Figure 1. Metal 1.
Supply wires on this layer in gray.
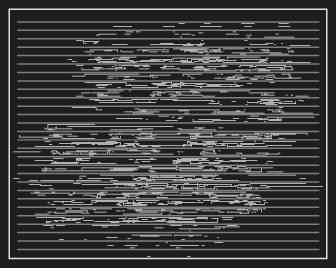
Figure 2. M2 wires.
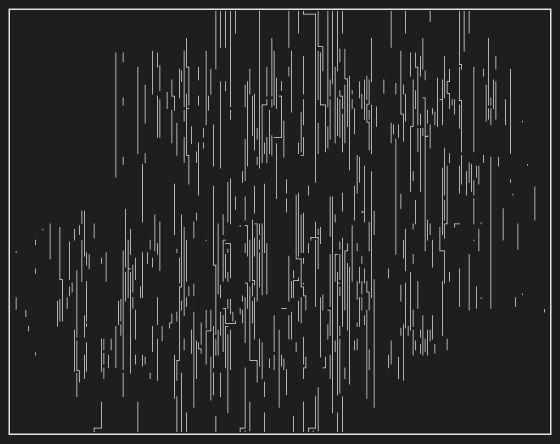
==> config.mk <==
export PLATFORM = sky130hd
export DESIGN_NAME = inst_fetch_ctrl
export DESIGN_NICKNAME = d
export VERILOG_FILES = /design/src/rtl/inst_fetch_ctrl.sv
export SDC_FILE = /design/constraint.sdc
export NUM_CORES = 1
export LEC_CHECK = 0
export ABC_CLOCK_PERIOD_IN_PS = 3700
export CELL_PAD_IN_SITES_DETAIL_PLACEMENT = 1
export CELL_PAD_IN_SITES_GLOBAL_PLACEMENT = 2
export CORE_AREA = 2 2 100 78
export CTS_BUF_LIST = sky130_fd_sc_hd__clkbuf_2
export CTS_CLUSTER_DIAMETER = 60
export DETAILED_ROUTE_END_ITERATION = 12
export DIE_AREA = 0 0 102 80
export GPL_TIMING_DRIVEN = 0
export PLACE_DENSITY = 0.87
export SYNTH_ARGS = -nofsm -noshare
export SYNTH_HDL_FRONTEND = slang
export SYNTH_SLANG_ARGS = --single-unit
==> constraint.sdc <==
create_clock -name i_clk -period 3.7 [get_ports i_clk]
set_input_delay 0.555 -clock i_clk [delete_from_list [all_inputs] [get_ports i_clk]]
set_output_delay 0.555 -clock i_clk [all_outputs]
set_load 0.1 [all_outputs]
==> metrics.yaml <==
synthesis:
  synthArstFlopShare_pct: 100
  netlist_top_cells_count: "nor2_1 (32), dfrtp_1 (29), a21oi_1 (23), nand2_1 (20), o21ai_0 (17)"
  synth.most_common_cell: "nor2_1"
  synth_chip_area_mm2: 0.00217
  top_area_share_pct: 33.4
  fp_nets: 299
  top_cells_by_area: "dfrtp_1 (33%), xor2_1 (6.5%), ha_1 (6.3%)"
  edf_count: 0
  synth_area_leader_cell: "dfrtp_1"
  ys.warnings.count: 0
  ys.flops: 29
  syn_inst: 260
  ys.flop_type: "dfrtp_1"
  synth.distinct_cells: 43
  yosys-stat-cells: 260
  synth_area_per_cell_um2: 8.34
  ys_seq_share_pct: 33.4
  synth_area_mm2: 0.00217
sta:
  finalClockSkew_ns: 0.0107
  maxSlewHeadroom_pct: 34.4
  tns_ns: 0
  post-route-min-period_ns: 2.92
  hold_viol_final: 0
  finalCritPeriodShare_pct: 78.8
  finalMaxSlewViolations: 0
  worst_pin_slew_ns: 0.981
  clock.fmax_mhz: 343
  rsz0062_at_grt: "no"
  setup_viol: 0
place:
  place_congestion: 0.823
  place_hpwl_um: 5150
  dpl_cell_area_mm2: 0.00283
  dp_cells: 414
  port_buffers: 53
power_and_ir_drop:
  power_frac_clock_pct: 14.4
  power_per_cell_area_mw_per_mm2: 374
  leakage_nw: 1.13
  internal-power_mw: 0.554
  combPwrFrac_pct: 48.9
  power.share.switching_pct: 48.0
  power_frac_seq_pct: 36.7
  switching_power_mw: 0.513
  vdd.ir_drop.worst_mv: 0.149
critical_path:
  max_stage_delay_ns: 1.16
  crit_family: "buffers and inverters"
  required_ns: 3.14
  cp.depth: 3
  critPathCaptureType: "output port"
  critPathKind: "reg -> out"
  critPathLaunchType: "flop"
  worst-path-buf-inv: 2
  path_max_fanout: 5
  crit_chain: "nand2b_1, inv_1, clkdlybuf4s50_1"
  arrival_ns: 2.36
  r2r.worst_path.cells: 8
  critical_path.slowest_cell: "clkdlybuf4s50_1"
  rrSetupSlack_ns: 1.11
finish:
  fin_area_mm2: 0.00286
  diodes: 0
  syn_to_final_growth_pct: 31.6
  drive_above_1_share_pct: 5.94
  final_cells: 421
  fin_util_pct: 39.9
  largest_reg_flops: 16
  final_nets: 359
global_route:
  busiest_layer: "met1"
  grt_start_max_net_pins: 30
  grtUsageMet3_pct: 3.94
  antenna_found_initial: 0
  grt_pass1_wl_um: 11200
  grtUsageTotal_pct: 17.5
  grt_overflow: 0
  first_global_vias: 2171
floorplanning:
  design.core.area_mm2: 0.00716
  chipArea_mm2: 0.00816
  floorplan.core_util_pct: 30.3
  row_count: 27
  chipHeight_um: 80
  io-pin-count: 56
  die_x_um: 102
cts:
  clk-insertion-delay-late_ns: 0.36
  numCtsBuffers: 5
  cts.sinks: 29
  cts-root-buf: "clkbuf_2"
  cts_tree: "done"
  cts_setup_buffers: 0
  cts.clk_slew.worst_paths_ns: 0.15
  cts-htree-levels: 2
  cts_hold_buf: 0
  clk_path_buf_depth: 2
  cts_resized: 0
routing:
  drc: 0
  wl_per_cell_um: 15.7
  ant_nets: 0
  drtPass1Iterations: 4
  drtIter0Drc: 55
  viasPerCell: 5.19
flow_run:
  drv_cap: 0
  warnings: 26
outcome:
  status: "finished clean"
hold_path:
  min_path_type: "in -> async"
## Picture notes: Figure 1
The layer carries 3410 µm of wire. 321 nets have wire on it. The layer holds 52% of the routed length.
M1 GR Usage: 26.1%
final wirelength: 6620 µm

## Picture notes: Figure 2
The layer holds 44% of the routed length. The wires run mostly vertical. The longest straight run is 40.8 µm. 307 nets have wire on it. The layer carries 2910 µm of wire.
GR Util met2: 25.7%
via count: 2184

-- logic make-up after synthesis --
logic type	count (synthesis)	share of synthesized area (%)
XOR/XNOR	23	9.28
AND/OR/NAND/NOR	108	25.7
multiplexers	4	1.85
buffers and inverters	15	2.65
adder cells (fa/ha/maj)	12	7.27
flip-flops	29	33.4
AND-OR/OR-AND	69	19.8
-- final cells by class --
cell class              instances  area [µm²]
plain buffers                  10        38.8
clock buffers                   6        30.0
clock inverters                 1        3.75
fillers                       889        4310
inverters                       5        18.8
multi-input cells             216        1390
flip-flops and latches         29         726
well taps                     101         126
repair buffers                 53         526
-- power by group through the flow --
| stage | Sequential (mW) | Combinational (mW) | Clock [mW] |
|---|---|---|---|
| 2_1_floorplan | 0.547 | 0.217 | 0 |
| 3_5_place_dp | 0.399 | 0.521 | 0 |
| 5_1_grt | 0.398 | 0.562 | 0.178 |
| 3_3_place_gp | 0.398 | 0.515 | 0 |
| 4_1_cts | 0.393 | 0.524 | 0.162 |
| 6_report | 0.392 | 0.521 | 0.154 |
-- layout by cell type, fill, tap and decap left out, types with 2 or more instances in the layout --
master / netlist / layout
ha_1: 11 / 11
and3_1: 2 / 2
a211oi_1: 6 / 6
a22oi_1: 2 / 2
clkdlybuf4s50_1: 0 / 52
o221a_2: 2 / 2
and2_1: 2 / 2
nor2b_1: 3 / 3
nor2_1: 32 / 32
xnor2_1: 7 / 7
xor2_1: 16 / 16
o211ai_1: 2 / 2
a31oi_1: 5 / 5
nand2b_1: 7 / 7
or3_1: 3 / 3
clkbuf_1: 8 / 8
nand4_1: 12 / 12
mux2i_1: 4 / 4
and4_1: 2 / 2
and4_4: 4 / 4
a21oi_1: 23 / 23
o31ai_1: 3 / 3
nand3_1: 11 / 11
a221oi_1: 2 / 2
buf_2: 1 / 2
dfrtp_1: 29 / 29
clkbuf_2: 0 / 6
o21ai_0: 17 / 17
inv_1: 5 / 5
nand2_1: 20 / 20
nor3_1: 5 / 5
-- metrics by stage --
stage	power, mW	hold WS (ns)	worst slack, ns
after CTS	1.08	0.546	0.780
after global routing	1.14	0.203	0.667
after detailed placement	0.920	0.511	0.716
after floorplan	0.765	0.259	0.983
after global placement	0.913	0.486	0.734
final	1.07	0.211	0.783
-- layer usage --
metal | share of wire, % | routed length, µm
met5 | 0 | 0
met2 | 44 | 2910
met3 | 3.7 | 242
met4 | 0.74 | 49
met1 | 52 | 3410
Power and IR drop assume default switching activity.
